<file path="src/rtl/branch_target_predictor.sv">
// branch_target_predictor: direct-mapped BTB with saturating direction counters, flush and stats
module branch_target_predictor #(
  parameter int ADDR_W   = 32,
  parameter int IDX_BITS = 4,
  parameter int CTR_BITS = 2,
  parameter int STAT_W   = 16
) (
  input  logic              clk,
  input  logic              rst,
  input  logic              flush,
  input  logic [ADDR_W-1:0] pc4,
  output logic              hit,
  output logic              pred_taken,
  output logic [ADDR_W-1:0] pred_dest,
  input  logic              upd_valid,
  input  logic [ADDR_W-1:0] upd_pc4,
  input  logic              upd_taken,
  input  logic [ADDR_W-1:0] upd_dest,
  input  logic              upd_mispred,
  output logic [STAT_W-1:0] stat_branches,
  output logic [STAT_W-1:0] stat_mispred
);
  localparam int ENTRIES = 2**IDX_BITS;
  localparam int TAG_W = ADDR_W - IDX_BITS - 2;
  localparam logic [CTR_BITS-1:0] CTR_WN = CTR_BITS'((1 << (CTR_BITS-1)) - 1);
  localparam logic [CTR_BITS-1:0] CTR_WT = CTR_BITS'(1 << (CTR_BITS-1));
  localparam logic [CTR_BITS-1:0] CTR_MAX = '1;
  localparam logic [STAT_W-1:0] STAT_MAX = '1;

  logic [ENTRIES-1:0]  valid_q;
  logic [TAG_W-1:0]    tag_q  [ENTRIES];
  logic [ADDR_W-1:0]   dest_q [ENTRIES];
  logic [CTR_BITS-1:0] ctr_q  [ENTRIES];

  logic [IDX_BITS-1:0] idx, uidx;
  logic [TAG_W-1:0]    ptag, utag, e_tag;
  logic                uhit, wr, fwd, e_valid;
  logic [CTR_BITS-1:0] u_ctr, new_ctr, e_ctr;
  logic [ADDR_W-1:0]   new_dest, e_dest;

  always_comb begin
    idx  = pc4[IDX_BITS+1:2];
    ptag = pc4[ADDR_W-1:IDX_BITS+2];
    uidx = upd_pc4[IDX_BITS+1:2];
    utag = upd_pc4[ADDR_W-1:IDX_BITS+2];
    uhit = valid_q[uidx] && tag_q[uidx] == utag;
    u_ctr = ctr_q[uidx];
    new_ctr = !uhit ? CTR_WT :
              upd_taken ? (u_ctr == CTR_MAX ? u_ctr : u_ctr + 1'b1) :
              (u_ctr == '0 ? u_ctr : u_ctr - 1'b1);
    new_dest = upd_taken ? upd_dest : dest_q[uidx];
    // a not-taken miss writes nothing, so it must not forward either
    wr  = upd_valid && !rst && !flush && (uhit || upd_taken);
    fwd = wr && idx == uidx;
    e_valid = fwd || valid_q[idx];
    e_tag   = fwd ? utag : tag_q[idx];
    e_ctr   = fwd ? new_ctr : ctr_q[idx];
    e_dest  = fwd ? new_dest : dest_q[idx];
    hit        = !flush && e_valid && e_tag == ptag;
    pred_taken = hit && e_ctr[CTR_BITS-1];
    pred_dest  = hit ? e_dest : '0;
  end

  always_ff @(posedge clk) begin
    if (rst) begin
      for (int i = 0; i < ENTRIES; i++) begin
        tag_q[i]  <= '0;
        dest_q[i] <= '0;
        ctr_q[i]  <= CTR_WN;
      end
      valid_q       <= '0;
      stat_branches <= '0;
      stat_mispred  <= '0;
    end else if (flush) begin
      valid_q <= '0;
    end else if (upd_valid) begin
      stat_branches <= stat_branches == STAT_MAX ? stat_branches : stat_branches + 1'b1;
      if (upd_mispred && stat_mispred != STAT_MAX) stat_mispred <= stat_mispred + 1'b1;
      if (wr) begin
        valid_q[uidx] <= 1'b1;
        tag_q[uidx]   <= utag;
        dest_q[uidx]  <= new_dest;
        ctr_q[uidx]   <= new_ctr;
      end
    end
  end
endmodule
</file>
<file path="config.mk">
export PLATFORM = sky130hd
export DESIGN_NAME = branch_target_predictor
export DESIGN_NICKNAME = d
export VERILOG_FILES = /design/src/rtl/branch_target_predictor.sv
export SDC_FILE = /design/constraint.sdc
export NUM_CORES = 2
export LEC_CHECK = 0
export CAP_MARGIN = 15
export CORE_MARGIN = 2
export CORE_UTILIZATION = 35
export CTS_BUF_LIST = sky130_fd_sc_hd__clkbuf_8
export DETAILED_ROUTE_END_ITERATION = 7
export GPL_TIMING_DRIVEN = 0
export PLACE_DENSITY = 0.52
export SETUP_SLACK_MARGIN = 0.4
export SLEW_MARGIN = 20
export SYNTH_ARGS = -nofsm -noshare
export SYNTH_HDL_FRONTEND = slang
export SYNTH_SLANG_ARGS = --single-unit
</file>
<file path="constraint.sdc">
create_clock -name clk -period 8.2 [get_ports clk]
set_clock_uncertainty 0.15 [all_clocks]
set_input_delay 0.82 -clock clk [delete_from_list [all_inputs] [get_ports clk]]
set_output_delay 0.82 -clock clk [all_outputs]
set_load 0.005 [all_outputs]
</file>
==> reports/results.ini <==
[layout]
nNonClkInverters = 25
fin_cells = 6129
flops = 1008
comb_area_um2 = 21800
top_regs = dest_q (512), tag_q (416), ctr_q (32)
n_fill_cell = 14100
largest_reg_flops = 512
clock_area_share_pct = 5.46
postLayoutCoreUtil_pct = 41.0
regMostFlops = dest_q
seq-cell-share_pct = 48.4
stdcell_area_um2 = 61600
lay_top_cells = edfxtp_1, nor2_1, mux4_2
nClkBuffers = 191
buffer_area_share_pct = 6.57

[floorplanning]
core.rowCount = 142
chip_area_um2 = 155000
initial_core_util_pct = 35.3
fp.dieH_um = 393

[synthesis]
topCellsByArea = edfxtp_1, mux4_2, nor2_1, and3_1, mux2i_1
ys.flops = 1008
ys_area_um2 = 53100
synth_top_area_share_pct = 54.3
enable_flop_cells = 960
async_flop_share_pct = 0
netlist-cell-type-count = 67
top_cell = edfxtp_1
syn_avg_cell_area_um2 = 14.7
synth_nets = 3715

[drt]
met2_length_um = 103000
via_per_inst = 6.22
wl_met1_um = 84000
drt-total-wl_um = 224000
post_drt_wl_per_cell_um = 36.5
drc = 0

[timing]
layout_min_cycle_time_ns = 7.84
relSlewSlack_pct = 17.1
worstMarginPinSlew_ns = 1.24
setup_viol = 0
drv_slew = 0
hold_violations = 0
finalSetupTns_ns = 0
rsz0062_at_grt = false
hold-worst-slack_ns = 0.326

[cts]
hold_buffers = 0
clockBufferDepth = 3
postCtsSetupBuffers = 4
cts_tree = yes
clk_latency_ns = 0.97
cts-htree-levels = 4
cts.sinks = 1008
clockRootBuffer = clkbuf_8
cts_buffers = 181

[power]
total_power_uw = 12300
pwr-share-seq_pct = 48.4
switchingPower_uw = 3490

[global_routing]
grt_usage_pct = 28.5
grt_use_met3_pct = 5.75
grt_max_degree = 35
grt_pass1_vias = 37900

[critical_path]
worstPathCellList = buf_2 -> buf_2 -> clkdlybuf4s15_2 -> buf_2 -> o211ai_1 -> a211oi_2 -> a31oi_1 -> nor4_4 -> a21o_1 -> buf_4 -> nand2_2 -> mux2i_1 -> o221ai_4 -> buf_2 -> nor4_2 -> clkdlybuf4s50_1
crit_buf_inv = 7
critPathLaunchType = input pin
worst-path-max-fanout = 10
cp.required_ns = 7.23
setup.worst_path.class = input pin to output port
max_stage_delay_ns = 0.60
path_delay_family = buffers and inverters
crit_path_frequent_cell = buf_2

[outcome]
status = completed

[placement]
place_hpwl_um = 148000
placed_area_um2 = 58000

[flow_run]
warnings = 31

[min_path]
min_path_type = input pin to flip-flop

[power by group through the flow]
stage	registers (uW)	clock network, uW	logic, uW
after detailed placement	6050	0	1670
after CTS	5950	4660	1690
final	5950	4630	1720
after floorplan	6020	0	975
after global routing	5970	4860	1760
after global placement	6090	0	1620
[path summary, 6_finish.rpt]
path,startpoint,endpoint,slack [ns],cells after the start
max,upd_pc4[4],pred_dest[4],0.36,16
min,upd_pc4[8],tag_q[14][2],0.33,2
max reg2reg,tag_q[7][8],dest_q[13][3],1.34,15
min reg2reg,valid_q[15],valid_q[15],0.35,1
[kinds of logic after synthesis]
kind of cell    synth area share [%]
compound gates                  2.17
buf+inv                         3.20
simple gates                    11.3
mux                             25.6
fa+ha+maj                     0.0849
flops                           56.1
xor+xnor                        1.47
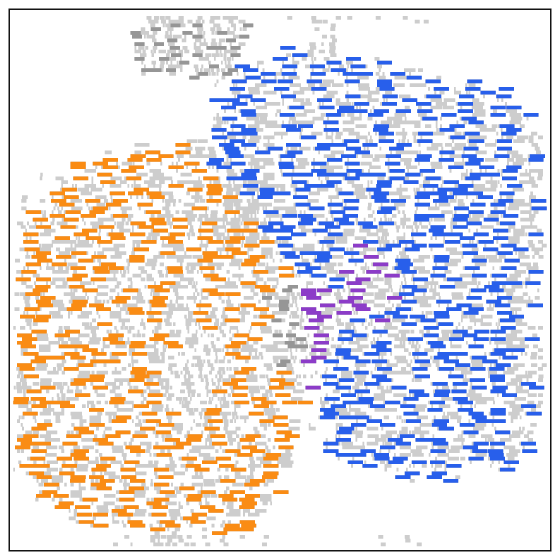
(images/flops_by_reg.png)
- orange: `tag_q` (sequential cells 416)
- blue: `dest_q` (sequential cells 512)
- purple: `ctr_q` (sequential cells 32; where middle)
Seq. pwr: 5950 uW
register area: 29,800 um^2

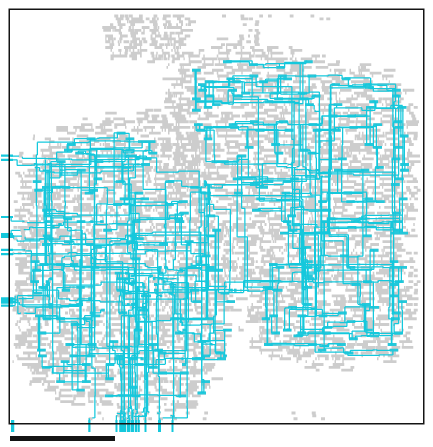
(images/io_fan.png)
Scale bar: 100 um.
- cyan: `pc4` (direction input; end cells 382; buffers 96; wire 26.2 mm)
I/O Pins: 168
IO Port Bufs: 150

Power figures rest on the tool's default switching activity, not on a simulated workload.
